===== src/rtl/apb_slave_regfile.sv =====
// APB completer with a word-addressed register bank, configurable wait states and pslverr decode.
// Register 0 drives ctrl_reg0; the top register reads back status_in and rejects writes.
module apb_slave_regfile #(
  parameter int ADDR_WIDTH  = 32,
  parameter int DATA_WIDTH  = 32,
  parameter int NUM_REGS    = 8,
  parameter int WAIT_STATES = 1
) (
  input  logic                  pclk,
  input  logic                  rst_n,
  input  logic [ADDR_WIDTH-1:0] paddr,
  input  logic                  psel,
  input  logic                  penable,
  input  logic                  pwrite,
  input  logic [DATA_WIDTH-1:0] pwdata,
  output logic                  pready,
  output logic [DATA_WIDTH-1:0] prdata,
  output logic                  pslverr,
  input  logic [DATA_WIDTH-1:0] status_in,
  output logic [DATA_WIDTH-1:0] ctrl_reg0
);

  localparam int IDXW = ADDR_WIDTH - 2;
  localparam logic [IDXW-1:0] LAST_IDX = IDXW'(NUM_REGS - 1);
  localparam logic [3:0] CNT_INIT = (WAIT_STATES == 0) ? 4'd0 : 4'(WAIT_STATES - 1);

  typedef enum logic [1:0] {IDLE, WAIT, DONE} state_t;

  state_t                  state_q, state_d;
  logic [3:0]              cnt_q, cnt_d;
  logic [ADDR_WIDTH-1:0]   addr_q, addr_d;
  logic                    wr_q, wr_d;
  logic [DATA_WIDTH-1:0]   wdata_q, wdata_d;
  logic [DATA_WIDTH-1:0]   regs_q [NUM_REGS-1];
  logic [DATA_WIDTH-1:0]   regs_d [NUM_REGS-1];
  logic                    pready_q, pready_d;
  logic [DATA_WIDTH-1:0]   prdata_q, prdata_d;
  logic                    pslverr_q, pslverr_d;

  logic                    start;
  logic                    access;
  logic                    err_q;
  logic                    err_d;
  logic [IDXW-1:0]         idx_q;
  logic [IDXW-1:0]         idx_d;
  logic [DATA_WIDTH-1:0]   rd_val;

  function automatic logic decode_err(input logic [ADDR_WIDTH-1:0] a, input logic w);
    logic [IDXW-1:0] idx;
    idx = a[ADDR_WIDTH-1:2];
    return (a[1:0] != 2'b00) || (idx > LAST_IDX) || (w && (idx == LAST_IDX));
  endfunction

  assign start  = psel && !penable;
  assign access = psel && penable;
  assign idx_q  = addr_q[ADDR_WIDTH-1:2];
  assign err_q  = decode_err(addr_q, wr_q);

  always_comb begin
    state_d   = state_q;
    cnt_d     = cnt_q;
    addr_d    = addr_q;
    wr_d      = wr_q;
    wdata_d   = wdata_q;
    regs_d    = regs_q;
    pready_d  = 1'b0;
    prdata_d  = '0;
    pslverr_d = 1'b0;
    rd_val    = '0;

    // The setup decision is taken on the capture edge so that WAIT_STATES=0
    // completes in the first access cycle.
    case (state_q)
      IDLE: begin
        if (start) begin
          addr_d  = paddr;
          wr_d    = pwrite;
          wdata_d = pwdata;
          cnt_d   = CNT_INIT;
          state_d = (WAIT_STATES == 0) ? DONE : WAIT;
        end
      end
      WAIT: begin
        if (!access) begin
          state_d = IDLE;
        end else if (cnt_q == 4'd0) begin
          state_d = DONE;
        end else begin
          cnt_d = cnt_q - 4'd1;
        end
      end
      DONE: begin
        if (wr_q && !err_q) begin
          for (int i = 0; i < NUM_REGS - 1; i++) begin
            if (idx_q == IDXW'(i)) regs_d[i] = wdata_q;
          end
        end
        if (start) begin
          addr_d  = paddr;
          wr_d    = pwrite;
          wdata_d = pwdata;
          cnt_d   = CNT_INIT;
          state_d = (WAIT_STATES == 0) ? DONE : WAIT;
        end else begin
          state_d = IDLE;
        end
      end
      default: state_d = IDLE;
    endcase

    idx_d = addr_d[ADDR_WIDTH-1:2];
    err_d = decode_err(addr_d, wr_d);
    if (idx_d == LAST_IDX) rd_val = status_in;
    for (int i = 0; i < NUM_REGS - 1; i++) begin
      if (idx_d == IDXW'(i)) rd_val = regs_d[i];
    end

    // Responses are registered on the edge entering DONE.
    if (state_d == DONE) begin
      pready_d  = 1'b1;
      pslverr_d = err_d;
      prdata_d  = (!err_d && !wr_d) ? rd_val : '0;
    end
  end

  always_ff @(posedge pclk or negedge rst_n) begin
    if (!rst_n) begin
      state_q   <= IDLE;
      cnt_q     <= 4'd0;
      addr_q    <= '0;
      wr_q      <= 1'b0;
      wdata_q   <= '0;
      pready_q  <= 1'b0;
      prdata_q  <= '0;
      pslverr_q <= 1'b0;
      for (int i = 0; i < NUM_REGS - 1; i++) regs_q[i] <= '0;
    end else begin
      state_q   <= state_d;
      cnt_q     <= cnt_d;
      addr_q    <= addr_d;
      wr_q      <= wr_d;
      wdata_q   <= wdata_d;
      pready_q  <= pready_d;
      prdata_q  <= prdata_d;
      pslverr_q <= pslverr_d;
      regs_q    <= regs_d;
    end
  end

  assign pready    = pready_q;
  assign prdata    = prdata_q;
  assign pslverr   = pslverr_q;
  assign ctrl_reg0 = regs_q[0];

endmodule


===== config.mk =====
export PLATFORM = sky130hd
export DESIGN_NAME = apb_slave_regfile
export DESIGN_NICKNAME = d
export VERILOG_FILES = /design/src/rtl/apb_slave_regfile.sv
export SDC_FILE = /design/constraint.sdc
export NUM_CORES = 1
export LEC_CHECK = 0
export CORE_ASPECT_RATIO = 1.75
export CORE_UTILIZATION = 61
export CTS_CLUSTER_DIAMETER = 30
export DETAILED_ROUTE_END_ITERATION = 8
export PLACE_DENSITY = 0.92
export RECOVER_POWER = 50
export SYNTH_ARGS = -nofsm -noshare
export SYNTH_HDL_FRONTEND = slang
export SYNTH_SLANG_ARGS = --single-unit

===== constraint.sdc =====
create_clock -name pclk -period 4.3 [get_ports pclk]
set_input_delay 0.86 -clock pclk [delete_from_list [all_inputs] [get_ports pclk]]
set_output_delay 0.86 -clock pclk [all_outputs]
set_load 0.05 [all_outputs]

Figure 1. Placement density heat map.
12 x 21 tiles, from dark blue (low) to red (high), 0 to 100% covered.
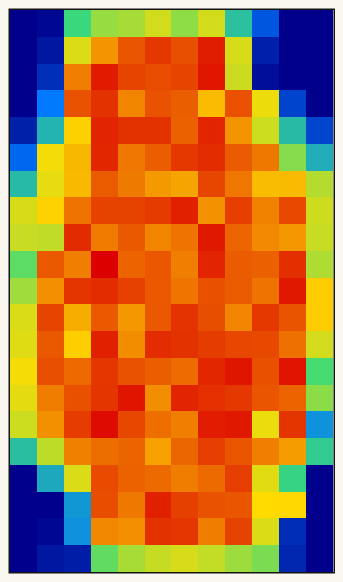
The mean over all tiles is 71%. 8.7% of the tiles are nearly empty. The emptiest ninth of the die: north-east. 64% of the tiles are over 75% full. The fullest tile reaches 100%.

==> ci_impl_report.md <==
## PnR job results

| Metric | Value |
|---|---|
| RePlAce Congestion | `between 0.8 and 0.9` |
| # setup viols final | `0` |
| Dominant logic cell types in the final layout | `dfrtp_1, nand2_1, clkdlybuf4s50_1` |
| Endpoints failing hold | `0` |
| DR top layer | `met4` |
| Mux area share | `0.1675` |
| Initial detailed-routing violation count | `1,036` |
| Layout fillers | `1,414` |
| CP Class | `in2reg` |
| Primary FF master, synth | `dfrtp_1` |
| Vias in the first global route | `12,866` |
| Distinct cells, synth | `57` |
| Synth area leaders | `dfrtp_1, mux2_2, nand2_1, mux2i_1, inv_1` |
| Synth Seq Share | `0.5352` |
| Hold_buf cts | `0` |
| Ys cells | `approximately 1,300` |
| Final cell count without fillers | `approximately 1,800` |
| Crit path DAT | `between 4000 and 5000 ps` |
| Metal2 WL | `between 20 and 25 mm` |
| Fmax | `roughly 270 MHz` |
| Violations in the final reports | `capacitance limit, slew limit` |
| Synthesis-to-layout area growth | `21.83%` |
| Place WS | `170.0 ps` |
| Fin area | `around 19,000 um2` |
| Post_cts resized | `0` |
| Die W | `approximately 120 um` |
| Core Rows | `76` |
| Setup Skew | `31.29 ps` |
| Setup crit start kind | `primary input` |
| WHS | `between 400 and 500 ps` |
| Pwr Density | `390.7 nW/um2` |
| Yosys warning count | `0` |
| Worst slew margin | `-0.5529` |
| Largest net degree at the start of global routing | `around 96` |
| Routed WL | `between 40 and 50 mm` |
| Post-Synthesis Cells | `about 1,300` |
| Registers, synthesis | `about 330` |
| Post-CTS Repair Setup Buffers | `0` |
| HP Class | `reg2reg` |
| Overall die height | `around 210 um` |
| GR Overflow Total | `0` |
| Register Area | `roughly 8200 um2` |
| Basic Gates by Area | `0.09508` |
| Cell taking the most area after synthesis | `dfrtp_1` |
| Aoi share | `0.1352` |
| Max VDD drop | `approximately 0.32 mV` |
| Synth top cell by count | `dfrtp_1` |
| Synthesized area per cell | `between 10 and 15 um2` |
| Synthesized cell area | `roughly 15,000 um2` |
| Commonest Layout Cell | `dfrtp_1` |
| Ant diodes | `0` |
| # nets final | `1,555` |
| Dpl cell area | `~17,000 um2` |
| CTS Buffer Depth | `3` |
| Worst-path maximum fanout | `34` |
| Pre-Repair DR Iteration Count | `6` |
| Share of cells above drive strength 1 | `0.2096` |
| Clock sink count | `approximately 330` |
| Tool Warnings | `27` |
| Port buffer count | `around 170` |
| # Max-Cap Violations | `2` |
| Tcrit/Tclk final | `0.8588` |
| Actual slew at the worst max-slew pin | `between 2000 and 2500 ps` |
| Met1 wire length | `approximately 16 mm` |
| Yosys Chip Area | `approximately 15,000 um2` |
| Adder Share, Synth | `0.001627` |
| Init Core Util | `0.6222` |
| Final Max Tran Viols | `between 100 and 150` |
| Area leader share | `0.5352` |
| Worst Reg2Reg Path Length in Cells | `9` |
| Io pins | `about 170` |
| Clock transition at the registers of the reported paths | `roughly 60 ps` |
| TritonCTS clock tree | `yes` |
| CTS root buf | `clkbuf_16` |
| Lkg Pwr | `between 9 and 10 nW` |
| Clk latency late pin | `550 ps` |
| Power Total | `about 7.3 mW` |
| Post-synth ARST share | `1.000` |
| Status | `finished with violations` |
| Xor/xnor share | `0.001139` |
| CP Capture Type | `flop` |
| Minimum clock period | `around 3700 ps` |
| Crit path DRT | `about 4700 ps` |
| Setup TNS | `0 ps` |
| Unrepaired setup endpoints after global routing | `false` |
| TritonCTS buffer count | `41` |
| Commonest cells in the netlist | `dfrtp_1, nand2_1, mux2_2` |
| Top non-seq family | `multiplexers` |
| Die ar. | `~26,000 um2` |
| Initial antenna violation count | `0` |
| Vias | `about 12,000` |
| MI comb area | `between 6000 and 7000 um2` |
| First-pass GRT wire length | `about 71 mm` |
| WL met3 | `about 3.3 mm` |
| Routed Antenna Nets | `0` |
| DRC viols | `0` |
| Post-synth EDFFs | `0` |
| Final worst slack | `607.1 ps` |
| Hold path cells | `2` |
| Post-DR vias/cell | `between 6 and 7` |
| Hpwl dp | `between 20 and 30 mm` |
| CTS H-Tree Depth | `2` |
| Dpl cells | `approximately 1,700` |
| Post-Syn Nets | `approximately 1,400` |
| GRT Util Overall | `0.3647` |
| Core outline area | `approximately 25,000 um2` |
Figure 2. Routing congestion.
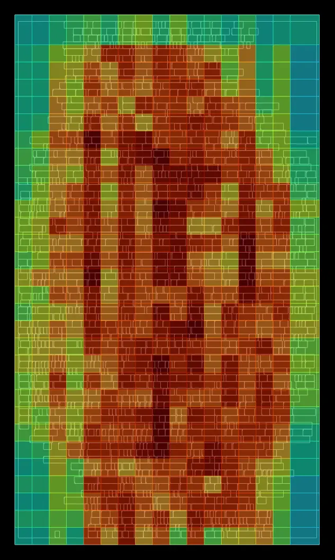
busiest grt layer: met2
WL per Instance: 25.45 um
M3 GR Usage: 0.06089
met1 usage: 0.4116
fin util: 0.7580

-- path summary, 6_finish.rpt --
kind                                       from                 endpoint  slack, ps
setup / recovery                        penable     prdata[18]$_DFF_PN0_        610
hold reg to reg            addr_q[22]$_DFF_PN0_     addr_q[22]$_DFF_PN0_        470
hold / removal             addr_q[22]$_DFF_PN0_     addr_q[22]$_DFF_PN0_        470
min in group asynchronous                 rst_n     prdata[17]$_DFF_PN0_       1020
max in group asynchronous                 rst_n  wdata_q[24]$_DFFE_PN0P_       1870
setup reg to reg           addr_q[18]$_DFF_PN0_      prdata[3]$_DFF_PN0_        720
-- cell type report --
class | count | share of cell area
multi-input cells | 773 | 0.3337
clock buffers | 47 | 0.05822
clock inverters | 28 | 0.01736
flip-flops and latches | 329 | 0.4393
repair buffers | 211 | 0.1114
well taps | 312 | 0.02083
inverters | 96 | 0.01923
-- state kept, by name (all words and copies together) (netlist names) --
name,flops
regs_q,192
cnt_q,4
state_q,2
ctrl_reg0,32
wr_q,1
addr_q,32
prdata,32
pslverr,1
wdata_q,32
pready,1
-- critical path, stage by stage --
cell and delay (ps):
dlygate4sd3_1 570, or3b_2 520, nand3_1 160, nor2_1 210, buf_4 240, o211ai_4 230
buf_4 420, o221ai_1 290, a2111o_1 440, o2111a_1 150
-- cell families after synthesis --
family	Yosys count
simple gates	319
fa+ha+maj	2
buf+inv	213
flops	329
mux	228
compound gates	222
xor+xnor	2
-- layer usage --
metal	GRT usage	up-vias
met5	0	-
met3	0.06089	259
met1	0.4116	5987
met4	0.2537	0
met2	0.6215	767
li1	-	4898
-- report_power, final --
group / total [mW] / internal (mW) / switching (mW)
Combinational: 0.393 / 0.166 / 0.227
Clock: 3.58 / 2.12 / 1.46
Sequential: 3.35 / 3.19 / 0.163
No activity file was given, so power comes from the tool's default toggle rates.
